### config.mk
export PLATFORM = sky130hd
export DESIGN_NAME = mem_stage
export DESIGN_NICKNAME = d
export VERILOG_FILES = /design/src/rtl/mem_stage.sv
export SDC_FILE = /design/constraint.sdc
export NUM_CORES = 1
export LEC_CHECK = 0
export CORE_MARGIN = 10
export CORE_UTILIZATION = 30
export CTS_CLUSTER_DIAMETER = 120
export CTS_CLUSTER_SIZE = 20
export DETAILED_ROUTE_END_ITERATION = 16
export DONT_BUFFER_PORTS = 1
export GPL_TIMING_DRIVEN = 0
export HOLD_SLACK_MARGIN = 0.02
export SETUP_SLACK_MARGIN = 0.1
export SKIP_CTS_REPAIR_TIMING = 1
export SYNTH_ARGS = -nofsm -noshare
export SYNTH_HDL_FRONTEND = slang
export SYNTH_SLANG_ARGS = --single-unit
### constraint.sdc
create_clock -name clk_100MHz -period 13.5 [get_ports clk_100MHz]
set_input_delay 2.7 -clock clk_100MHz [delete_from_list [all_inputs] [get_ports clk_100MHz]]
set_output_delay 2.7 -clock clk_100MHz [all_outputs]
set_load 0.05 [all_outputs]
### src/rtl/mem_stage.sv
// Load/store stage: decodes mem ops and runs a req/ack data-bus transaction toward mem_wb.
// Latency: 0 cycles for non-mem/misaligned ops, 2+ack-delay for bus ops; holds the pipeline until DONE.
module mem_stage #(
    parameter int unsigned TIMEOUT = 64
) (
    input  logic        clk_100MHz,
    input  logic        arst,
    input  logic [31:0] INST_i,
    input  logic        reg_wena_i,
    input  logic [31:0] reg_wdata_i,
    input  logic [4:0]  reg_waddr_i,
    input  logic [31:0] mem_addr_i,
    input  logic [31:0] mem_sdata_i,
    output logic        dbus_req_o,
    output logic        dbus_we_o,
    output logic [31:0] dbus_addr_o,
    output logic [31:0] dbus_wdata_o,
    output logic [3:0]  dbus_be_o,
    input  logic        dbus_ack_i,
    input  logic [31:0] dbus_rdata_i,
    output logic        hold_req_o,
    output logic        misalign_o,
    output logic        bus_err_o,
    output logic [31:0] INST_o,
    output logic        mem_rena_o,
    output logic [31:0] mem_rdata_o,
    output logic [31:0] mem_raddr_o,
    output logic        reg_wena_o,
    output logic [31:0] reg_wdata_o,
    output logic [4:0]  reg_waddr_o,
    output logic        mem_wena_o,
    output logic [31:0] mem_waddr_o,
    output logic [31:0] mem_wdata_o
);
    typedef enum logic [1:0] {IDLE, REQ, DONE} state_t;

    localparam logic [6:0] OP_LOAD  = 7'b0000011;
    localparam logic [6:0] OP_STORE = 7'b0100011;
    localparam logic [7:0] CNT_LAST = 8'(TIMEOUT - 1);

    state_t      state_q, state_d;
    logic [7:0]  cnt_q, cnt_d;
    logic [31:0] rdata_q, rdata_d;
    logic        err_q, err_d;
    logic        dbus_req_q, dbus_req_d;
    logic        dbus_we_q, dbus_we_d;
    logic [31:0] dbus_addr_q, dbus_addr_d;
    logic [31:0] dbus_wdata_q, dbus_wdata_d;
    logic [3:0]  dbus_be_q, dbus_be_d;

    logic [2:0]  funct3;
    logic        is_load, is_store, is_mem, misaligned;
    logic [3:0]  st_be;
    logic [31:0] st_data;
    logic [7:0]  ld_byte;
    logic [15:0] ld_half;
    logic [31:0] ld_val;

    always_comb begin
        funct3     = INST_i[14:12];
        is_load    = (INST_i[6:0] == OP_LOAD) &&
                     (funct3 inside {3'b000, 3'b001, 3'b010, 3'b100, 3'b101});
        is_store   = (INST_i[6:0] == OP_STORE) &&
                     (funct3 inside {3'b000, 3'b001, 3'b010});
        is_mem     = is_load || is_store;
        misaligned = ((funct3[1:0] == 2'b01) && mem_addr_i[0]) ||
                     ((funct3[1:0] == 2'b10) && (mem_addr_i[1:0] != 2'b00));
    end

    // Loads always read the whole word; lane selection happens on the way back.
    always_comb begin
        st_be   = 4'b1111;
        st_data = 32'd0;
        if (is_store) begin
            case (funct3[1:0])
                2'b00: begin
                    st_be   = 4'b0001 << mem_addr_i[1:0];
                    st_data = {4{mem_sdata_i[7:0]}};
                end
                2'b01: begin
                    st_be   = mem_addr_i[1] ? 4'b1100 : 4'b0011;
                    st_data = {2{mem_sdata_i[15:0]}};
                end
                default: st_data = mem_sdata_i;
            endcase
        end
    end

    always_comb begin
        ld_byte = rdata_q[8*mem_addr_i[1:0] +: 8];
        ld_half = mem_addr_i[1] ? rdata_q[31:16] : rdata_q[15:0];
        case (funct3)
            3'b000:  ld_val = {{24{ld_byte[7]}}, ld_byte};
            3'b001:  ld_val = {{16{ld_half[15]}}, ld_half};
            3'b100:  ld_val = {24'd0, ld_byte};
            3'b101:  ld_val = {16'd0, ld_half};
            default: ld_val = rdata_q;
        endcase
    end

    always_comb begin
        state_d      = state_q;
        cnt_d        = cnt_q;
        rdata_d      = rdata_q;
        err_d        = err_q;
        dbus_req_d   = dbus_req_q;
        dbus_we_d    = dbus_we_q;
        dbus_addr_d  = dbus_addr_q;
        dbus_wdata_d = dbus_wdata_q;
        dbus_be_d    = dbus_be_q;
        case (state_q)
            IDLE: begin
                if (is_mem && !misaligned) begin
                    state_d      = REQ;
                    cnt_d        = 8'd0;
                    dbus_req_d   = 1'b1;
                    dbus_we_d    = is_store;
                    dbus_addr_d  = {mem_addr_i[31:2], 2'b00};
                    dbus_wdata_d = st_data;
                    dbus_be_d    = st_be;
                end
            end
            REQ: begin
                cnt_d = cnt_q + 8'd1;
                if (dbus_ack_i) begin
                    rdata_d    = dbus_rdata_i;
                    dbus_req_d = 1'b0;
                    state_d    = DONE;
                end else if (cnt_q == CNT_LAST) begin
                    err_d      = 1'b1;
                    dbus_req_d = 1'b0;
                    state_d    = DONE;
                end
            end
            default: begin
                // DONE never lingers, so a held instruction is never re-issued.
                state_d = IDLE;
                cnt_d   = 8'd0;
                err_d   = 1'b0;
            end
        endcase
    end

    always_ff @(posedge clk_100MHz or posedge arst) begin
        if (arst) begin
            state_q      <= IDLE;
            cnt_q        <= 8'd0;
            rdata_q      <= 32'd0;
            err_q        <= 1'b0;
            dbus_req_q   <= 1'b0;
            dbus_we_q    <= 1'b0;
            dbus_addr_q  <= 32'd0;
            dbus_wdata_q <= 32'd0;
            dbus_be_q    <= 4'd0;
        end else begin
            state_q      <= state_d;
            cnt_q        <= cnt_d;
            rdata_q      <= rdata_d;
            err_q        <= err_d;
            dbus_req_q   <= dbus_req_d;
            dbus_we_q    <= dbus_we_d;
            dbus_addr_q  <= dbus_addr_d;
            dbus_wdata_q <= dbus_wdata_d;
            dbus_be_q    <= dbus_be_d;
        end
    end

    // Everything is gated by arst so the stage goes quiet the instant reset rises.
    always_comb begin
        dbus_req_o   = 1'b0;
        dbus_we_o    = 1'b0;
        dbus_addr_o  = 32'd0;
        dbus_wdata_o = 32'd0;
        dbus_be_o    = 4'd0;
        hold_req_o   = 1'b0;
        misalign_o   = 1'b0;
        bus_err_o    = 1'b0;
        INST_o       = 32'd0;
        mem_rena_o   = 1'b0;
        mem_rdata_o  = 32'd0;
        mem_raddr_o  = 32'd0;
        reg_wena_o   = 1'b0;
        reg_wdata_o  = 32'd0;
        reg_waddr_o  = 5'd0;
        mem_wena_o   = 1'b0;
        mem_waddr_o  = 32'd0;
        mem_wdata_o  = 32'd0;
        if (!arst) begin
            dbus_req_o   = dbus_req_q;
            dbus_we_o    = dbus_we_q;
            dbus_addr_o  = dbus_addr_q;
            dbus_wdata_o = dbus_wdata_q;
            dbus_be_o    = dbus_be_q;
            INST_o       = INST_i;
            reg_waddr_o  = reg_waddr_i;
            case (state_q)
                IDLE: begin
                    if (!is_mem) begin
                        reg_wena_o  = reg_wena_i;
                        reg_wdata_o = reg_wdata_i;
                    end else if (misaligned) begin
                        misalign_o = 1'b1;
                    end else begin
                        hold_req_o = 1'b1;
                    end
                end
                REQ: hold_req_o = 1'b1;
                default: begin
                    if (err_q) begin
                        bus_err_o = 1'b1;
                    end else if (is_load) begin
                        mem_rena_o  = 1'b1;
                        mem_rdata_o = rdata_q;
                        mem_raddr_o = mem_addr_i;
                        reg_wdata_o = ld_val;
                        reg_wena_o  = reg_wena_i;
                    end else if (is_store) begin
                        mem_wena_o  = 1'b1;
                        mem_waddr_o = mem_addr_i;
                        mem_wdata_o = dbus_wdata_q;
                    end
                end
            endcase
        end
    end
endmodule

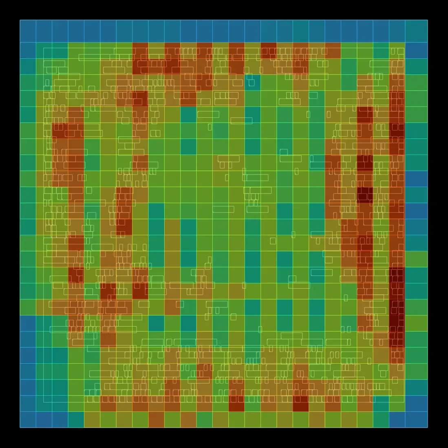
congestion.png
global routing met1 resource utilization: 24.3%
detailed-route wire length per cell: 26.8 um
GR Util met2: 34.1%
Final Util: 33.9%
global route hottest layer: met2

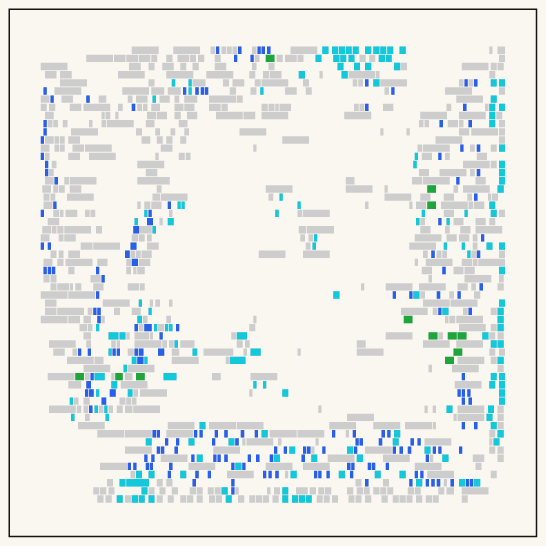
logic_types.png
Scale: 3 px per um.
family	color	cells
NAND gates	blue	177
NOR gates	cyan	159
AND-OR and OR-AND gates	green	12

==> metrics.log <==
[metrics] run summary
INFO  metric top_cells_by_area = sky130_fd_sc_hd__dfrtp_1 (38%), sky130_fd_sc_hd__and2_1 (11%), sky130_fd_sc_hd__nor2b_1 (9.1%)
INFO  metric ctsHtreeMaxLevel = 3
INFO  metric clock_net_sink_count = around 110
INFO  metric worst_ep_required_time = ~11000 ps
INFO  metric timing_worst_setup_path_type = in2out
INFO  metric fmax = between 100 and 150 MHz
INFO  metric place_worst_setup_slack = between 5000 and 6000 ps
INFO  metric global_route_wire_length_before_repair = between 40 and 50 mm
INFO  metric synth_seq_share = 38.4%
INFO  metric drive_gt1_share = approximately 11%
INFO  metric buffers_inverters_on_critical_path = 2
INFO  metric cts.clk_slew.worst_paths = around 80 ps
INFO  metric post_synth.cell_area_avg = 8.24 um^2
INFO  metric synthArstFlopShare = 100%
INFO  metric route.met3.wl = 2.55 mm
INFO  metric synth.lib_cells_used.distinct = about 47
INFO  metric grt_setup_unrepaired = no
INFO  metric highest_layer_used_for_signal_routing = met4
INFO  metric post_syn_instances = approximately 880
INFO  metric result_of_the_run = completed
INFO  metric numSynthFlops = around 110
INFO  metric skew = around 7.5 ps
INFO  metric worstSetupEndpointType = output pin
INFO  metric cp_common_cell = sky130_fd_sc_hd__clkbuf_1
INFO  metric dr.first_iter.drc_count = between 400 and 500
INFO  metric stdcell_count = between 1k and 1.5k
INFO  metric place_congestion = approximately 0.84
INFO  metric slowest_stage = sky130_fd_sc_hd__clkbuf_1
INFO  metric row_count = between 50 and 60
INFO  metric drc_errors = 0
INFO  metric post_synth_ao_oa_area_fraction = between 10% and 20%
INFO  metric most_common_library_cell_in_the_layout_ignoring_fill_and_taps = sky130_fd_sc_hd__nand2_1
INFO  metric setup_viol = 0
INFO  metric synth.largest_area_cell = sky130_fd_sc_hd__dfrtp_1
INFO  metric worst_path_largest_cell_delay = between 600 and 700 ps
INFO  metric netlist_logic_family_top = simple AND/OR/NAND/NOR gates
INFO  metric grt.met3_usage = around 6.4%
INFO  metric chip_area_from_the_yosys_synthesis_statistics = 7230 um^2
INFO  metric slew_viol_final = 0
INFO  metric timing.critical_path.depth = 6
INFO  metric max_slew.worst_pin.slew = between 1000 and 1500 ps
INFO  metric numPlacedInstances = about 1.2k
INFO  metric worst_case_hold_slack = between 400 and 500 ps
INFO  metric io_pins = approximately 440
INFO  metric post_synth_and_or_nand_nor_area_fraction = between 30% and 40%
INFO  metric most-common-layout-cells = sky130_fd_sc_hd__nand2_1 (164), sky130_fd_sc_hd__and2_1 (130), sky130_fd_sc_hd__dfrtp_1 (111)
INFO  metric met1_wire_length = about 13 mm
INFO  metric grt_pass1_vias = between 6k and 7k
INFO  metric setup_tns_after_final_layout = 0 ps
INFO  metric worst_path_dominant_cell_family = simple AND/OR/NAND/NOR gates
INFO  metric cts-buffers-inserted = 9
INFO  metric power_leakage = about 3.6 nW
INFO  metric max_cap_viol_count = 0
INFO  metric crit_chain = nor4_4 -> nand4_1 -> nor3_1 -> clkbuf_1 -> clkbuf_1 -> and2_1
INFO  metric final_period_minus_worst_setup_slack = 8290 ps
INFO  metric coreArea = 23600 um^2
INFO  metric startpoint_type = input pin
INFO  metric dp.final_hpwl = 26.5 mm
INFO  metric hold-path-endpoint = dbus_addr_q[31]$_DFFE_PP0P_
INFO  metric chipHeight = 175 um
INFO  metric antenna_violating_nets_post_route = 0
INFO  metric r2r-end = dbus_wdata_q[25]$_DFFE_PP0P_
INFO  metric fp.dieArea = a little over 30000 um^2
INFO  metric area_delta_synth_final = 10.9%
INFO  metric grt_max_degree = 69
INFO  metric cts_tree = yes
INFO  metric worstRegToRegCells = 6
INFO  metric synth_stat.cells = slightly below 900
INFO  metric dr_total_vias = 6442
INFO  metric vdd_ir_drop_max = ~0.000048 V
INFO  metric syn-cell-area = 7230 um^2
INFO  metric diodes = 0
INFO  metric post-route-cell-area = 8020 um^2
INFO  metric yosys.area_share.adder = less than 1%
INFO  metric final_stage_net_count = about 1.1k
INFO  metric critical_path.endpoint = mem_wdata_o[28]
INFO  metric clock_root_buffer = sky130_fd_sc_hd__clkbuf_16
INFO  metric placement.io_buffers = 0
INFO  metric crit_fanout = 10
INFO  metric totalPowerFinal = slightly above 900 uW
INFO  metric cts_buffer_depth = 2
INFO  metric met2_length = approximately 16 mm
layout make-up:
cell class,count,area (um^2)
Buffer,65,305
Clock buffer,11,243
Clock inverter,5,66.3
Fill cell,2530,15600
Inverter,7,32.5
Multi-Input combinational cell,695,4170
Sequential cell,111,2780
Tap cell,319,399
Timing Repair Buffer,1,27.5
power breakdown:
part / switching [mW] / internal (mW) / total, mW
registers: 0.0421 / 0.376 / 0.418
clock network: 0.138 / 0.152 / 0.290
logic: 0.161 / 0.0630 / 0.223
total: 0.341 / 0.591 / 0.931
Power and IR drop assume default switching activity.
